--- src/rtl/core_mem_pkg.sv ---
// Shared encodings for the core_mem stage: FSM states, opcodes, func3 widths and
// exception causes, plus the access-legality check used at accept time.
package core_mem_pkg;

  typedef enum logic [1:0] {
    ST_IDLE   = 2'b00,
    ST_REQ    = 2'b01,
    ST_WAIT_R = 2'b10
  } mem_state_e;

  localparam logic [6:0] INST_TYPE_L = 7'b0000011;
  localparam logic [6:0] INST_TYPE_S = 7'b0100011;

  localparam logic [2:0] F3_LB  = 3'b000;
  localparam logic [2:0] F3_LH  = 3'b001;
  localparam logic [2:0] F3_LW  = 3'b010;
  localparam logic [2:0] F3_LBU = 3'b100;
  localparam logic [2:0] F3_LHU = 3'b101;
  localparam logic [2:0] F3_SB  = 3'b000;
  localparam logic [2:0] F3_SH  = 3'b001;
  localparam logic [2:0] F3_SW  = 3'b010;

  localparam logic [1:0] CAUSE_NONE      = 2'b00;
  localparam logic [1:0] CAUSE_LOAD_MIS  = 2'b01;
  localparam logic [1:0] CAUSE_STORE_MIS = 2'b10;
  localparam logic [1:0] CAUSE_ILLEGAL   = 2'b11;

  // Illegal width takes priority over misalignment.
  function automatic logic [1:0] access_fault(input logic       is_store,
                                              input logic [2:0] func3,
                                              input logic [1:0] off);
    logic       illegal;
    logic       misaligned;
    logic [1:0] cause;
    if (is_store) illegal = func3[2] | (func3[1:0] == 2'b11);
    else          illegal = (func3[1:0] == 2'b11) | (func3 == 3'b110);
    misaligned = ((func3[1:0] == 2'b01) && off[0]) ||
                 ((func3[1:0] == 2'b10) && (off != 2'b00));
    cause = CAUSE_NONE;
    if (illegal)         cause = CAUSE_ILLEGAL;
    else if (misaligned) cause = is_store ? CAUSE_STORE_MIS : CAUSE_LOAD_MIS;
    return cause;
  endfunction

endpackage

--- src/rtl/core_mem_align.sv ---
// Byte-lane helper: store byte enables / lane-replicated write data, and load
// lane extraction with sign or zero extension.
module core_mem_align (
  input  logic [2:0]  func3_i,
  input  logic [1:0]  off_i,
  input  logic [31:0] store_data_i,
  input  logic [31:0] rdata_i,
  output logic [3:0]  be_o,
  output logic [31:0] wdata_o,
  output logic [31:0] load_data_o
);

  logic [31:0] lane;
  logic        sext;

  always_comb begin
    lane        = rdata_i >> {off_i, 3'b000};
    sext        = ~func3_i[2];
    be_o        = 4'b1111;
    wdata_o     = store_data_i;
    load_data_o = lane;
    case (func3_i[1:0])
      2'b00: begin
        be_o        = 4'b0001 << off_i;
        wdata_o     = {4{store_data_i[7:0]}};
        load_data_o = {{24{sext & lane[7]}}, lane[7:0]};
      end
      2'b01: begin
        be_o        = 4'b0011 << off_i;
        wdata_o     = {2{store_data_i[15:0]}};
        load_data_o = {{16{sext & lane[15]}}, lane[15:0]};
      end
      default: ;
    endcase
  end

endmodule

--- src/rtl/core_mem.sv ---
// Memory-access stage: ALU results pass through one register; loads and stores
// run a req/gnt/rvalid bus transaction; bad accesses raise an exception pulse.
module core_mem
  import core_mem_pkg::*;
(
  input  logic        clk,
  input  logic        rst,
  input  logic        ex_valid_in,
  output logic        ex_ready_out,
  input  logic [6:0]  opcode_in,
  input  logic [2:0]  func3_in,
  input  logic        reg_we_in,
  input  logic [4:0]  reg_write_addr_in,
  input  logic [31:0] reg_write_data_in,
  input  logic [31:0] mem_addr_in,
  input  logic [31:0] store_data_in,
  output logic        mem_req_out,
  output logic        mem_we_out,
  output logic [31:0] mem_addr_out,
  output logic [3:0]  mem_be_out,
  output logic [31:0] mem_wdata_out,
  input  logic        mem_gnt_in,
  input  logic        mem_rvalid_in,
  input  logic [31:0] mem_rdata_in,
  output logic        reg_we_out,
  output logic [4:0]  reg_write_addr_out,
  output logic [31:0] reg_write_data_out,
  output logic        exc_valid_out,
  output logic [1:0]  exc_cause_out,
  output logic [31:0] exc_addr_out
);

  mem_state_e  state_q, state_d;
  logic        we_q, we_d;
  logic [31:0] addr_q, addr_d;
  logic [3:0]  be_q, be_d;
  logic [31:0] wdata_q, wdata_d;
  logic [2:0]  func3_q, func3_d;
  logic [1:0]  off_q, off_d;
  logic [4:0]  rd_q, rd_d;
  logic        rwe_q, rwe_d;
  logic [4:0]  raddr_q, raddr_d;
  logic [31:0] rdata_q, rdata_d;
  logic        exc_q, exc_d;
  logic [1:0]  cause_q, cause_d;
  logic [31:0] eaddr_q, eaddr_d;

  logic        is_store, is_mem;
  logic [1:0]  fault;
  logic [2:0]  al_func3;
  logic [1:0]  al_off;
  logic [3:0]  al_be;
  logic [31:0] al_wdata, al_load;

  // In IDLE the helper sees the incoming access; afterwards the latched one.
  assign al_func3 = (state_q == ST_IDLE) ? func3_in : func3_q;
  assign al_off   = (state_q == ST_IDLE) ? mem_addr_in[1:0] : off_q;

  core_mem_align u_align (
    .func3_i      (al_func3),
    .off_i        (al_off),
    .store_data_i (store_data_in),
    .rdata_i      (mem_rdata_in),
    .be_o         (al_be),
    .wdata_o      (al_wdata),
    .load_data_o  (al_load)
  );

  assign is_store = (opcode_in == INST_TYPE_S);
  assign is_mem   = is_store || (opcode_in == INST_TYPE_L);
  assign fault    = access_fault(is_store, func3_in, mem_addr_in[1:0]);

  always_comb begin
    state_d = state_q;
    we_d    = we_q;
    addr_d  = addr_q;
    be_d    = be_q;
    wdata_d = wdata_q;
    func3_d = func3_q;
    off_d   = off_q;
    rd_d    = rd_q;
    rwe_d   = 1'b0;
    raddr_d = raddr_q;
    rdata_d = rdata_q;
    exc_d   = 1'b0;
    cause_d = cause_q;
    eaddr_d = eaddr_q;
    case (state_q)
      ST_IDLE: begin
        if (ex_valid_in && !is_mem) begin
          rwe_d   = reg_we_in && (reg_write_addr_in != 5'd0);
          raddr_d = reg_write_addr_in;
          rdata_d = reg_write_data_in;
        end else if (ex_valid_in && (fault != CAUSE_NONE)) begin
          exc_d   = 1'b1;
          cause_d = fault;
          eaddr_d = mem_addr_in;
        end else if (ex_valid_in) begin
          state_d = ST_REQ;
          we_d    = is_store;
          addr_d  = {mem_addr_in[31:2], 2'b00};
          be_d    = al_be;
          wdata_d = is_store ? al_wdata : 32'h0;
          func3_d = func3_in;
          off_d   = mem_addr_in[1:0];
          rd_d    = reg_write_addr_in;
        end
      end
      ST_REQ: begin
        if (mem_gnt_in) state_d = we_q ? ST_IDLE : ST_WAIT_R;
      end
      ST_WAIT_R: begin
        if (mem_rvalid_in) begin
          rwe_d   = (rd_q != 5'd0);
          raddr_d = rd_q;
          rdata_d = al_load;
          state_d = ST_IDLE;
        end
      end
      default: state_d = ST_IDLE;
    endcase
  end

  always_ff @(posedge clk or negedge rst) begin
    if (!rst) begin
      state_q <= ST_IDLE;
      we_q    <= 1'b0;
      addr_q  <= 32'h0;
      be_q    <= 4'h0;
      wdata_q <= 32'h0;
      func3_q <= 3'h0;
      off_q   <= 2'h0;
      rd_q    <= 5'h0;
      rwe_q   <= 1'b0;
      raddr_q <= 5'h0;
      rdata_q <= 32'h0;
      exc_q   <= 1'b0;
      cause_q <= 2'h0;
      eaddr_q <= 32'h0;
    end else begin
      state_q <= state_d;
      we_q    <= we_d;
      addr_q  <= addr_d;
      be_q    <= be_d;
      wdata_q <= wdata_d;
      func3_q <= func3_d;
      off_q   <= off_d;
      rd_q    <= rd_d;
      rwe_q   <= rwe_d;
      raddr_q <= raddr_d;
      rdata_q <= rdata_d;
      exc_q   <= exc_d;
      cause_q <= cause_d;
      eaddr_q <= eaddr_d;
    end
  end

  assign ex_ready_out       = (state_q == ST_IDLE);
  assign mem_req_out        = (state_q == ST_REQ);
  assign mem_we_out         = we_q;
  assign mem_addr_out       = addr_q;
  assign mem_be_out         = be_q;
  assign mem_wdata_out      = wdata_q;
  assign reg_we_out         = rwe_q;
  assign reg_write_addr_out = raddr_q;
  assign reg_write_data_out = rdata_q;
  assign exc_valid_out      = exc_q;
  assign exc_cause_out      = cause_q;
  assign exc_addr_out       = eaddr_q;

endmodule

--- config.mk ---
export PLATFORM = sky130hd
export DESIGN_NAME = core_mem
export DESIGN_NICKNAME = d
export VERILOG_FILES = /design/src/rtl/core_mem_pkg.sv /design/src/rtl/core_mem_align.sv /design/src/rtl/core_mem.sv
export SDC_FILE = /design/constraint.sdc
export NUM_CORES = 1
export LEC_CHECK = 0
export CORE_ASPECT_RATIO = 1.2
export CORE_UTILIZATION = 40
export CTS_CLUSTER_SIZE = 8
export DETAILED_ROUTE_END_ITERATION = 7
export MAX_ROUTING_LAYER = met4
export PLACE_DENSITY = 0.79
export SLEW_MARGIN = 20
export SYNTH_ARGS = -nofsm -noshare
export SYNTH_HDL_FRONTEND = slang
export SYNTH_SLANG_ARGS = --single-unit
--- constraint.sdc ---
create_clock -name clk -period 2.3 [get_ports clk]
set_clock_uncertainty 0.15 [all_clocks]
set_input_delay 0.345 -clock clk [delete_from_list [all_inputs] [get_ports clk]]
set_output_delay 0.345 -clock clk [all_outputs]
set_load 0.02 [all_outputs]
### Metal 2, run 1

Drawn at 3 px/µm.
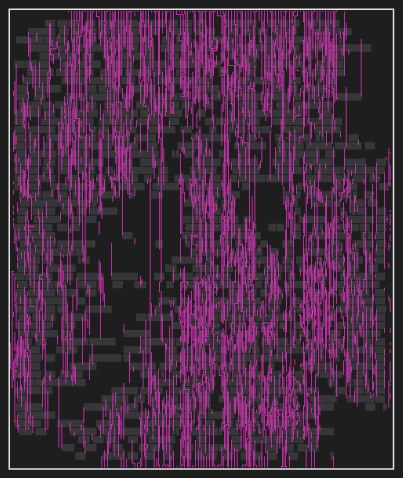
share of all routed wire	50%
nets with wire on the layer	1052
longest straight run	75.8 µm
main direction	vertical

### Ports around the boundary, run 1

Drawn at 3 px/µm. Pins as bars across the die edge, other pins in gray.
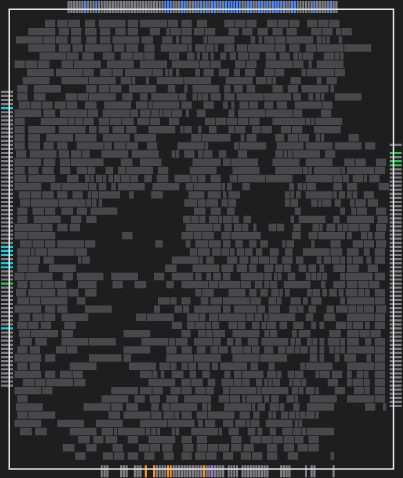
port	color	pins	direction	edge
store_data_in	blue	32	input	top
mem_be_out	green	4	output	3 right, 1 left
opcode_in	cyan	7	input	left
reg_we_in	purple	1	input	bottom
reg_write_addr_in	orange	5	input	bottom
chip width: 128 µm
buffers added on ports: 290
die extent in y: 153 µm

### Congestion heat map, run 1

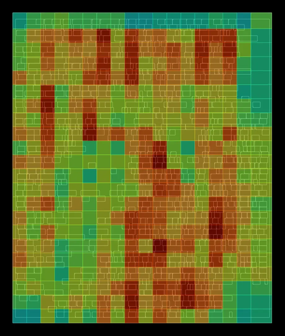
met1 Track Usage GR: 31.4%
Global Route met2 Usage: 43.6%
Wirelength per Cell: 19.5 µm

==> deck_impl_summary.md, run 1 <==
Physical Implementation Snapshot

Synth
  – Cell types with the largest area share after synthesis: sky130_fd_sc_hd__dfrtp_1 (50%), sky130_fd_sc_hd__mux2_2 (13%), sky130_fd_sc_hd__o21ai_0 (3.6%)
  – Summed instance area of the synthesized netlist: 0.00757 mm²
  – Dominant cell by count in the synthesized netlist: sky130_fd_sc_hd__dfrtp_1
  – Synth top cells by count: sky130_fd_sc_hd__dfrtp_1 (152), sky130_fd_sc_hd__mux2_2 (88), sky130_fd_sc_hd__nand2_1 (69)
  – Syn. warnings: 0
  – Mapped Cells: 685
  – Number of flip-flops and latches in the synthesized netlist: 152
  – Number of synthesized flops with an enable pin: 0
  – Main synth FF type: sky130_fd_sc_hd__dfrtp_1
  – Count of cell types in the netlist: 57
  – Cell type contributing the most total cell area after synthesis: sky130_fd_sc_hd__dfrtp_1
  – Average cell area after synthesis: 11.1 µm²

Clock network
  – Number of sinks driven by the clock tree: 152
  – Clock latency on the worst-skew pair: 0.42 ns
  – Worst-case clock buffer depth: 2
  – H-tree Lvls: 4
  – Clock tree from TritonCTS: yes
  – Clock root cell: sky130_fd_sc_hd__clkbuf_16

Flow run
  – Max capacitance violation total: 0
  – Number of OpenROAD warnings: 27

STA
  – Total setup violations reported at the end of the flow: 0
  – Final worst path period share: 99.4%
  – Number of hold violations in the final report: 0
  – Transition at the pin with the smallest max-transition slack: 0.564 ns
  – Final worst hold slack: 0.272 ns
  – Tightest slew margin relative to the limit: 62.4%
  – Final critical-path required period: 2.29 ns
  – Setup repair after global routing missed its margin: true
  – Count of pins over their slew limit: 0

Placement
  – GP Congestion: 0.882
  – Dpl cells: 1251
  – Half-perimeter wire length of the detailed placement result: 18.4 mm

Layout
  – Layout cells sized above 1: 22.1%
  – Area growth syn-to-layout: 58.1%
  – Final standard cell count with taps included and fillers excluded: 1292
  – Final net count: 1175

Drt
  – Count of unresolved DRC violations after routing: 0
  – Vias after detailed routing: 6937
  – Iteration-0 DRC count of the detailed router: 554
  – Number of iterations in the first detailed-routing pass: 6

Worst setup path
  – Path type of the worst setup path: flop to flop
  – Critical path endpoint category: flop
  – Capturing point of the worst reg2reg path: reg_write_data_out[20]
  – Worst setup endpoint: reg_write_data_out[20]
  – Critical path data arrival time: 2.46 ns
  – Path depth of the worst reg2reg path: 8
  – Start point of the critical path: state_q[0]
  – Crit Reg-Reg Startpoint: state_q[0]

Power and ir drop
  – Highest ir drop seen on vdd: 0.000415 V
  – P per Cell Area: 642 mW/mm²
  – LEAKAGE: 5.47 nW

Floorplanning
  – Core area: 0.0184 mm²
  – Num ports: 293
  – Pre-placement core utilization: 41.2%
  – FP Rows: 54
  – Total die area: 0.0195 mm²

Global route
  – GRT Resource Usage Total: 26.5%
  – Number of antenna violations at the first check in global routing: 1
  – Pin count of the biggest net entering global routing: 54
  – Wire length of the first global-routing pass: 38.5 mm

Hold path
  – Worst min-delay path category: input port to async pin

Status
  – Outcome: finished, final reports clean
## run 1: sequential cells by signal, indices dropped and copies added (netlist names)
signal	flops
mem_be_out	4
mem_wdata_out	32
state_q	2
reg_write_data_out	32
func3_q	3
off_q	2
rd_q	5
mem_addr_out	30
exc_cause_out	2
exc_addr_out	32
reg_write_addr_out	5
mem_we_out	1
exc_valid_out	1
reg_we_out	1
## run 1: layout make-up
| type | count | area, µm² |
|---|---|---|
| fillers | 1479 | 6400 |
| well taps | 252 | 315 |
| repair buffers | 369 | 3620 |
| diodes | 1 | 2.50 |
| inverters | 6 | 25.0 |
| flip-flops and latches | 152 | 3810 |
| multi-input cells | 480 | 3570 |
| clock inverters | 15 | 206 |
| clock buffers | 17 | 425 |
## run 1: power breakdown
group	total [mW]	switching, mW	internal (mW)	leakage, nW
Clock	3.01	1.25	1.75	0.300
Sequential	3.00	0.120	2.88	2.02
Combinational	1.68	0.787	0.889	3.15
Total	7.68	2.16	5.53	5.47
## run 1: what timing repair did
| item | CTS | global route |
|---|---|---|
| hold endpoints to repair | 47 | 0 |
| cloned | 0 | 3 |
| setup endpoints to repair | 26 | 51 |
| hold buffers | 1 | 0 |
| buffers inserted | 0 | 5 |
| gates resized | 6 | 21 |
| pin swaps | 0 | 13 |
## run 1: cells by family (layout without fill, tap and decap cells)
family | count (synthesis) | after routing | share of synthesized area [%]
AND-OR/OR-AND | 179 | 180 | 16.0
buffers and inverters | 55 | 407 | 3.80
flip-flops | 152 | 152 | 50.2
multiplexers | 114 | 114 | 16.5
other | 1 | 3 | 0.0495
AND/OR/NAND/NOR | 184 | 184 | 13.3
## run 1: layer usage
layer	vias to the layer above	GRT usage, %	part of all wire (%)
li1	3210	-	-
met2	289	43.6	50
met1	3391	31.4	40
met4	0	10.3	3.1
met3	47	5.97	6.4
met5	-	-	0
## run 1: per-stage QoR
stage | util (%) | worst slack (ns) | power, mW | setup TNS (ns) | instance area [µm²]
after detailed placement | 60.8 | -0.401 | 4.69 | -29.94 | 11200
final | 65.2 | 0.0134 | 7.68 | 0 | 12000
after global routing | 65.2 | -0.0236 | 7.97 | -0.0901 | 12000
after global placement | 60.8 | -0.351 | 4.66 | -26.42 | 11200
after floorplan | - | 0.0277 | 3.74 | 0 | 7580
after CTS | 64.3 | 0.00903 | 7.70 | 0 | 11800
## run 1: critical path, cell delays in order, from the launching register on
cell and delay [ns]:
sky130_fd_sc_hd__dfrtp_2 0.46, sky130_fd_sc_hd__or2_4 0.29, sky130_fd_sc_hd__inv_4 0.08, sky130_fd_sc_hd__mux2_4 0.33
sky130_fd_sc_hd__a2111oi_4 0.43, sky130_fd_sc_hd__buf_6 0.19, sky130_fd_sc_hd__buf_12 0.12, sky130_fd_sc_hd__nand2_1 0.05
sky130_fd_sc_hd__o2111ai_1 0.09
## run 1: cells in the final DEF (no fill, tap or decap), drive strengths merged, types with 19 or more instances in the layout
| cell | n |
|---|---|
| and2 | 19 |
| buf | 78 |
| nand2 | 70 |
| a21o | 26 |
| a21oi | 30 |
| nand3 | 20 |
| clkdlybuf4s50 | 285 |
| dfrtp | 152 |
| mux2i | 25 |
| o21ai | 58 |
| mux2 | 89 |
### Metal 3, run 1

Drawn at 3 px/µm.
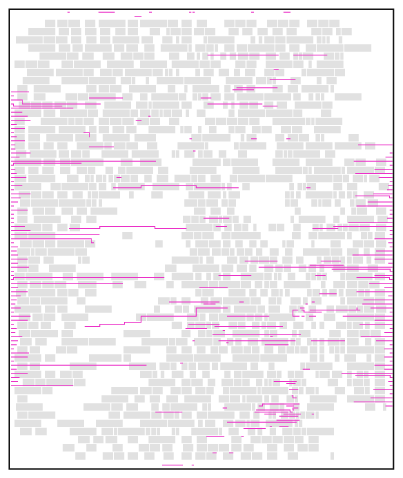

==> run 1 -> run 2 <==
- REMOVE_ABC_BUFFERS: default -> 1
### Metal 3, run 2

Drawn at 3 px/µm.
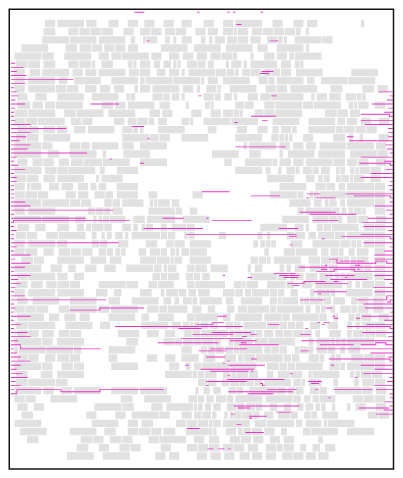
share of all routed wire	7.1%
wire length on this layer	1810 µm
main direction	horizontal
met3 Resource Use GR: 5.65%
vias after detailed routing: 7184
post-detailed-routing wire length: 25.6 mm

==> run 2 against run 1 <==
Compared with the run above:
- the run now ends with negative setup slack left
- synthesized area is the same
- non-clock buffer count grew 24
- cell count up 1.9%
- flip-flop count did not move
- synthesized cell count unchanged
- sequential power barely moved
- sequential share of layout area down 1.1 points
- count of clock-buffer cells in the layout unchanged
- largest power group is now sequential cells
==> deck_impl_summary.md, run 2 <==
Physical Implementation Snapshot

Status
  – Outcome: finished, violations left
  – Violations in the final reports: negative setup slack

Layout
  – Area growth syn-to-layout: 64.0%
  – Most used logic cell in the final layout: sky130_fd_sc_hd__clkdlybuf4s50_1
  – Final net count: 1201
  – Util after Layout: 67.6%
  – Count of fill cells added during filler insertion: 1426
  – Layout cells sized above 1: 25.7%
  – Antenna diode instance count: 0
  – Most frequently placed logic cells in the final layout: sky130_fd_sc_hd__clkdlybuf4s50_1 (285), sky130_fd_sc_hd__dfrtp_1 (150), sky130_fd_sc_hd__mux2_2 (86)

Synth
  – Average cell area after synthesis: 11.1 µm²
  – Number of synthesized flops with an enable pin: 0
  – Dominant cell by count in the synthesized netlist: sky130_fd_sc_hd__dfrtp_1
  – Synth top cells by count: sky130_fd_sc_hd__dfrtp_1 (152), sky130_fd_sc_hd__mux2_2 (88), sky130_fd_sc_hd__nand2_1 (69)
  – Syn. warnings: 0
  – Main synth FF type: sky130_fd_sc_hd__dfrtp_1
  – Mapped Cells: 685
  – Cell type contributing the most total cell area after synthesis: sky130_fd_sc_hd__dfrtp_1
  – Cell types with the largest area share after synthesis: sky130_fd_sc_hd__dfrtp_1 (50%), sky130_fd_sc_hd__mux2_2 (13%), sky130_fd_sc_hd__o21ai_0 (3.6%)
  – Summed instance area of the synthesized netlist: 0.00757 mm²
  – Number of flip-flops and latches in the synthesized netlist: 152
  – Count of cell types in the netlist: 57

Flow run
  – Number of OpenROAD warnings: 27
  – Max capacitance violation total: 0

Clock network
  – H-tree Lvls: 4
  – Clock root cell: sky130_fd_sc_hd__clkbuf_16
  – Clock latency on the worst-skew pair: 0.42 ns
  – Worst-case clock buffer depth: 2
  – Number of sinks driven by the clock tree: 152

Worst setup path
  – Critical path buffers and inverters: 3
  – Cells along the critical path: buf_6 -> buf_4 -> o21a_4 -> nor2_4 -> buf_12 -> mux2_2 -> a22oi_1 -> o221ai_1
  – Capturing point of the worst reg2reg path: reg_write_data_out[13]
  – Critical Path Stages: 8
  – Path type of the worst setup path: flop to flop
  – Delay of the slowest cell on the worst path: 0.43 ns
  – Critical path endpoint category: flop
  – Critical path's slowest cell: sky130_fd_sc_hd__dfrtp_2
  – Cell family contributing the most delay on the critical path: AND-OR/OR-AND gates
  – Crit Reg-Reg Startpoint: state_q[1]
  – Path depth of the worst reg2reg path: 8

STA
  – Setup repair after global routing missed its margin: true
  – Tightest slew margin relative to the limit: 66.2%
  – Final worst path period share: 101%
  – Transition at the pin with the smallest max-transition slack: 0.507 ns
  – Count of pins over their slew limit: 0
  – Number of hold violations in the final report: 0
  – Worst setup margin: -0.0125 ns
  – Total setup violations reported at the end of the flow: 2
  – Setup TNS Final: -0.0198 ns
  – Final critical-path required period: 2.31 ns

Power and ir drop
  – Highest ir drop seen on vdd: 0.000433 V
  – P per Cell Area: 612 mW/mm²
  – LEAKAGE: 5.66 nW

Placement
  – Place WS: -0.420 ns
  – GP Congestion: 0.899
  – Buffers added on ports: 290
  – Half-perimeter wire length of the detailed placement result: 17.5 mm

Floorplanning
  – Pre-placement core utilization: 41.2%
  – Core area: 0.0184 mm²
  – Total die area: 0.0195 mm²
  – Chip width: 128 µm
  – FP Rows: 54
  – Num ports: 293
  – Die extent in y: 153 µm

Drt
  – Number of iterations in the first detailed-routing pass: 7
  – Wirelength per Cell: 19.5 µm
  – Count of unresolved DRC violations after routing: 0
  – Iteration-0 DRC count of the detailed router: 377
  – Vias per cell: 5.45

Global route
  – Pin count of the biggest net entering global routing: 51
  – Number of antenna violations at the first check in global routing: 0
  – GRT Resource Usage Total: 25.6%
==> run 2: cell counts after synthesis <==
No cell type changed its count.
==> run 2: stage by stage <==
stage,cells,area [µm²],power (mW),hold WS (ns)
finish,1317,12400,7.60,0.281
global route,1317,12400,7.89,0.307
CTS,1290,11900,7.56,0.297
detailed placement,1255,11300,4.70,0.178
global placement,1255,11300,4.67,0.177
floorplan,637,7310,3.71,-0.101
==> run 2: repair_timing <==
item / in CTS / in global routing
buffers inserted: 2 / 19
hold buffers: 1 / 0
pin swaps: 0 / 30
resized: 12 / 57
setup endpoints to repair: 23 / 22
cloned: 0 / 8
endpoints found under the hold margin: 45 / 0
==> run 2: worst max path at each step <==
stage / startpoint / endpoint / slack, ns
3_3_place_gp: mem_addr_in[1] / reg_write_data_out[28] / -0.39
2_1_floorplan: state_q[1] / func3_q[0] / -1.55
6_report: state_q[1] / reg_write_data_out[13] / -0.01
4_1_cts: opcode_in[3] / reg_write_data_out[27] / -0.003
5_1_grt: state_q[0] / reg_write_data_out[27] / -0.05
3_5_place_dp: opcode_in[3] / reg_write_data_out[24] / -0.42
==> run 2: cells by family after synthesis <==
kind of cell	synth area share, %
other	0.0495
AND/OR/NAND/NOR	13.3
AND-OR/OR-AND	16.0
buffers and inverters	3.80
multiplexers	16.5
flip-flops	50.2
==> run 2: layer usage <==
| metal | routed length (µm) | up-vias | global-route usage, % |
|---|---|---|---|
| met5 | 0 | - | - |
| met4 | 1080 | 0 | 13.2 |
| met3 | 1810 | 77 | 5.65 |
| met2 | 12700 | 359 | 41.5 |
| met1 | 10000 | 3466 | 29.7 |
| li1 | - | 3282 | - |
==> run 2: layout make-up <==
class	count	area [µm²]	share of cell area, %
tap	252	315	2.54
multi-input combinational	482	3750	30.2
clock inverter	15	175	1.41
inverter	6	25.0	0.201
clock buffer	17	425	3.42
timing repair buffer	393	3920	31.6
sequential	152	3810	30.6
==> run 2: report_power, final <==
part	switching, mW	internal, mW	leakage (nW)	total [mW]
Clock	1.29	1.56	0.289	2.85
Combinational	0.814	0.942	3.35	1.76
Sequential	0.120	2.88	2.02	3.00
Power is estimated from default activity; no workload was simulated.
